`src/rtl/eight_bit_adder_pkg.sv`:
```
// Shared constants for the registered ripple-carry adder.
// RESULT_W is the width of the concatenated {cout, sum} result.
package eight_bit_adder_pkg;

   localparam int unsigned ADDER_W  = 8;
   localparam int unsigned RESULT_W = ADDER_W + 1;

   typedef logic [ADDER_W-1:0] operand_t;

endpackage

```
`src/rtl/eight_bit_adder_full_adder.sv`:
```
// One-bit combinational full adder.
// Used as a single cell of the ripple-carry chain.
module full_adder (
   input  logic a,
   input  logic b,
   input  logic cin,
   output logic s,
   output logic co
);

   logic half_sum;

   assign half_sum = a ^ b;
   assign s        = half_sum ^ cin;
   assign co       = (a & b) | (cin & half_sum);

endmodule

```
`src/rtl/eight_bit_adder.sv`:
```
// Unsigned adder: ripple chain of full_adder cells plus one output register.
// Result {cout, sum} appears one clock after the operands are sampled.
module eight_bit_adder
   import eight_bit_adder_pkg::*;
#(
   parameter int unsigned WIDTH = ADDER_W
) (
   input  logic             clk,
   input  logic             rst,
   input  logic [WIDTH-1:0] A,
   input  logic [WIDTH-1:0] B,
   output logic [WIDTH-1:0] sum,
   output logic             cout
);

   logic [WIDTH-1:0] sum_comb;
   logic             cout_comb;

   // Each stage owns its carry so g_ripple[i].co can be probed per bit.
   for (genvar i = 0; i < WIDTH; i++) begin : g_ripple
      logic cin;
      logic co;

      if (i == 0) begin : g_first
         assign cin = 1'b0;
      end else begin : g_next
         assign cin = g_ripple[i-1].co;
      end

      full_adder u_fa (
         .a   (A[i]),
         .b   (B[i]),
         .cin (cin),
         .s   (sum_comb[i]),
         .co  (co)
      );
   end

   assign cout_comb = g_ripple[WIDTH-1].co;

   always_ff @(posedge clk) begin
      if (rst) begin
         sum  <= '0;
         cout <= 1'b0;
      end else begin
         sum  <= sum_comb;
         cout <= cout_comb;
      end
   end

endmodule

```
`config.mk`:
```
export PLATFORM = sky130hd
export DESIGN_NAME = eight_bit_adder
export DESIGN_NICKNAME = d
export VERILOG_FILES = /design/src/rtl/eight_bit_adder_pkg.sv /design/src/rtl/eight_bit_adder_full_adder.sv /design/src/rtl/eight_bit_adder.sv
export SDC_FILE = /design/constraint.sdc
export NUM_CORES = 1
export LEC_CHECK = 0
export CAP_MARGIN = 5
export CORE_AREA = 2 2 39 41
export CTS_CLUSTER_SIZE = 8
export DETAILED_ROUTE_END_ITERATION = 10
export DIE_AREA = 0 0 41 43
export MAX_ROUTING_LAYER = met4
export PLACE_DENSITY = 0.7
export SLEW_MARGIN = 10
export SYNTH_ARGS = -nofsm -noshare
export SYNTH_HDL_FRONTEND = slang
export SYNTH_HIERARCHICAL = 1
export SYNTH_SLANG_ARGS = --single-unit
```
`constraint.sdc`:
```
create_clock -name clk -period 6.7 [get_ports clk]
set_input_delay 0.67 -clock clk [delete_from_list [all_inputs] [get_ports clk]]
set_output_delay 0.67 -clock clk [all_outputs]
set_load 0.02 [all_outputs]
```
### Routing congestion

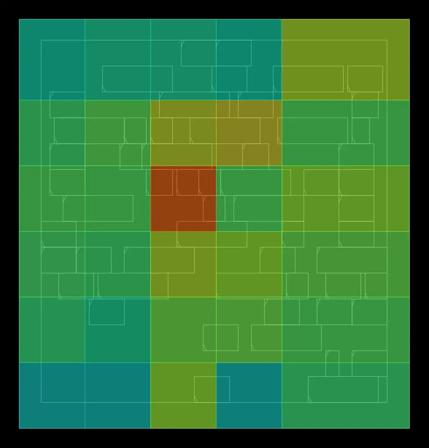
Top Usage Layer GRT: met2
Global Route met3 Usage: 5.76%
Layout Utilization: 51.2%
GRT Total Usage: 9.00%
DR WL/cell: 10.0 um

### M3 wires

The bar under the picture is 10 um long.
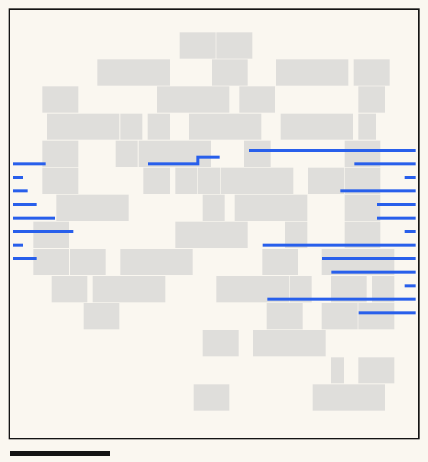
share of all routed wire: 16%
nets with wire on the layer: 22

### Logic cells by family

The bar under the picture is 10 um long.
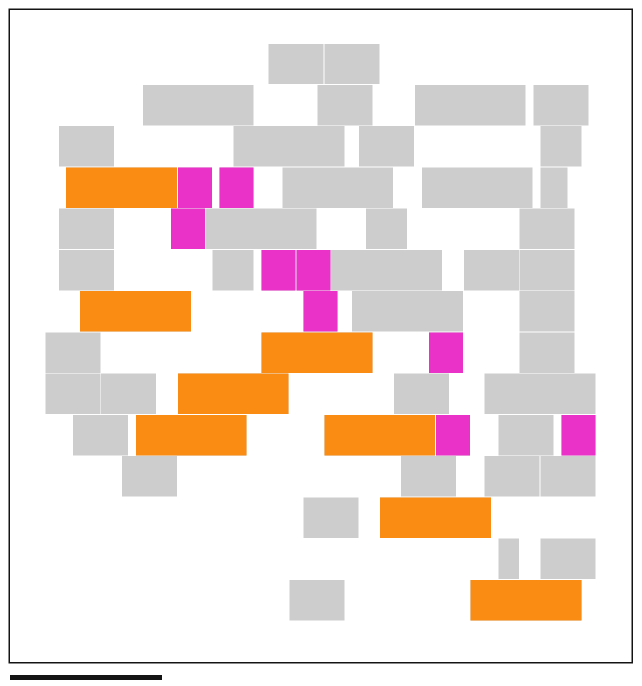
legend:
  nor cells:
    color: magenta
    cells: 9
  fa/ha/maj cells:
    color: orange
    cells: 8

==> metrics.cfg <==
[synth]
ys_ff = 9
topCellsByArea = dfxtp_1 45%, fa_1 40%, nor2b_1 14%
ys_sh_xor_pct = 0
synthMuxAreaShare_pct = 0
synth_area_sq_um = 400
top_cell_area_share_pct = 45.0
ys_warn_count = 6

[timing]
tns_ps = 0
period_used_pct = 63.7

[worst_setup_path]
cp.required_ps = 6840
crit_path_end = sum[7]$_SDFF_PP0_
crit_slowest_cell = fa_1
timing_worst_setup_path_type = in2reg
critPathMostFrequentCell = fa_1

[clock_tree]
cts_buffers = 3
cts-resized-gates = 0
htreeDepth = 1

[cells_and_area]
syn_to_final_growth_pct = 76.9

[power_and_ir_drop]
power_density_nw_per_um2 = 211
power_switching_uw = 40.0
p_seq_share_pct = 41.1
maxPowerGroup = registers

[run_status]
status = finished clean

[grt]
grt_pass1_vias = 292
grt_pass1_wl_um = 1010

[detailed_routing]
wl_met2_um = 378
dr.pass1.iters = 2
top_layer_used = met3

### Signal wires on met1

The bar under the picture is 10 um long. Supply wires on this layer in gray.
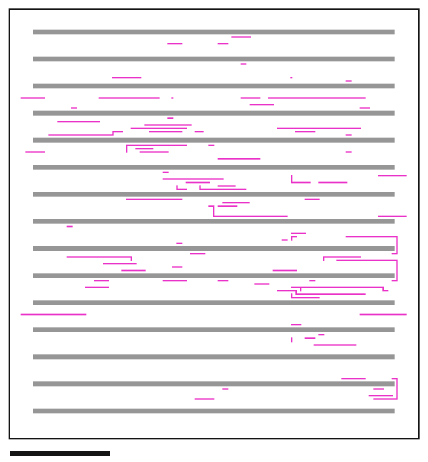
main direction: horizontal
nets with wire on the layer: 60
share of all routed wire: 32%
wire length on this layer: 236 um
Routed WL: 732 um
Vias: 296
met1 GRT Util: 6.44%

### Power grid

Pins as bars on the die edge.
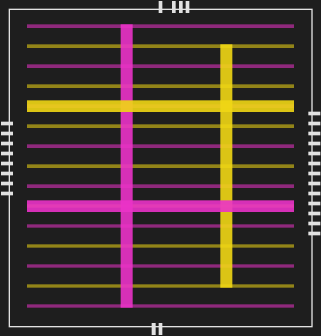
legend:
  VSS:
    color: magenta
  VDD:
    color: yellow
met4 straps: 2
met1 rails: 15
signal pins: 27
rows: 14
met5 straps: 2
Die Width: 41 um
Worst VDD drop: 0.107 mV
die y size: 43 um

worst max-delay path: cells and delay by family:
kind / cells / cell delay, ps
adders and majority gates: 8 / 3190
buffers and inverters: 1 / 430
and+or+nand+nor: 1 / 130
registers in the layout, indices dropped and copies added, names as in the netlist:
name / count
sum: 8
cout: 1
how the worst min path moves through the flow:
stage          startpoint           endpoint  slack (ps)
4_1_cts               rst  sum[3]$_SDFF_PP0_        1170
6_report              rst  sum[3]$_SDFF_PP0_        1170
3_3_place_gp          rst  sum[7]$_SDFF_PP0_        1440
3_5_place_dp          rst  sum[7]$_SDFF_PP0_        1440
5_1_grt              B[4]  sum[4]$_SDFF_PP0_        1200
2_1_floorplan         rst    cout$_SDFF_PP0_         740
Yosys cell counts, drive strengths merged:
library cell	instances
conb	1
nor2b	9
dfxtp	9
fa	8
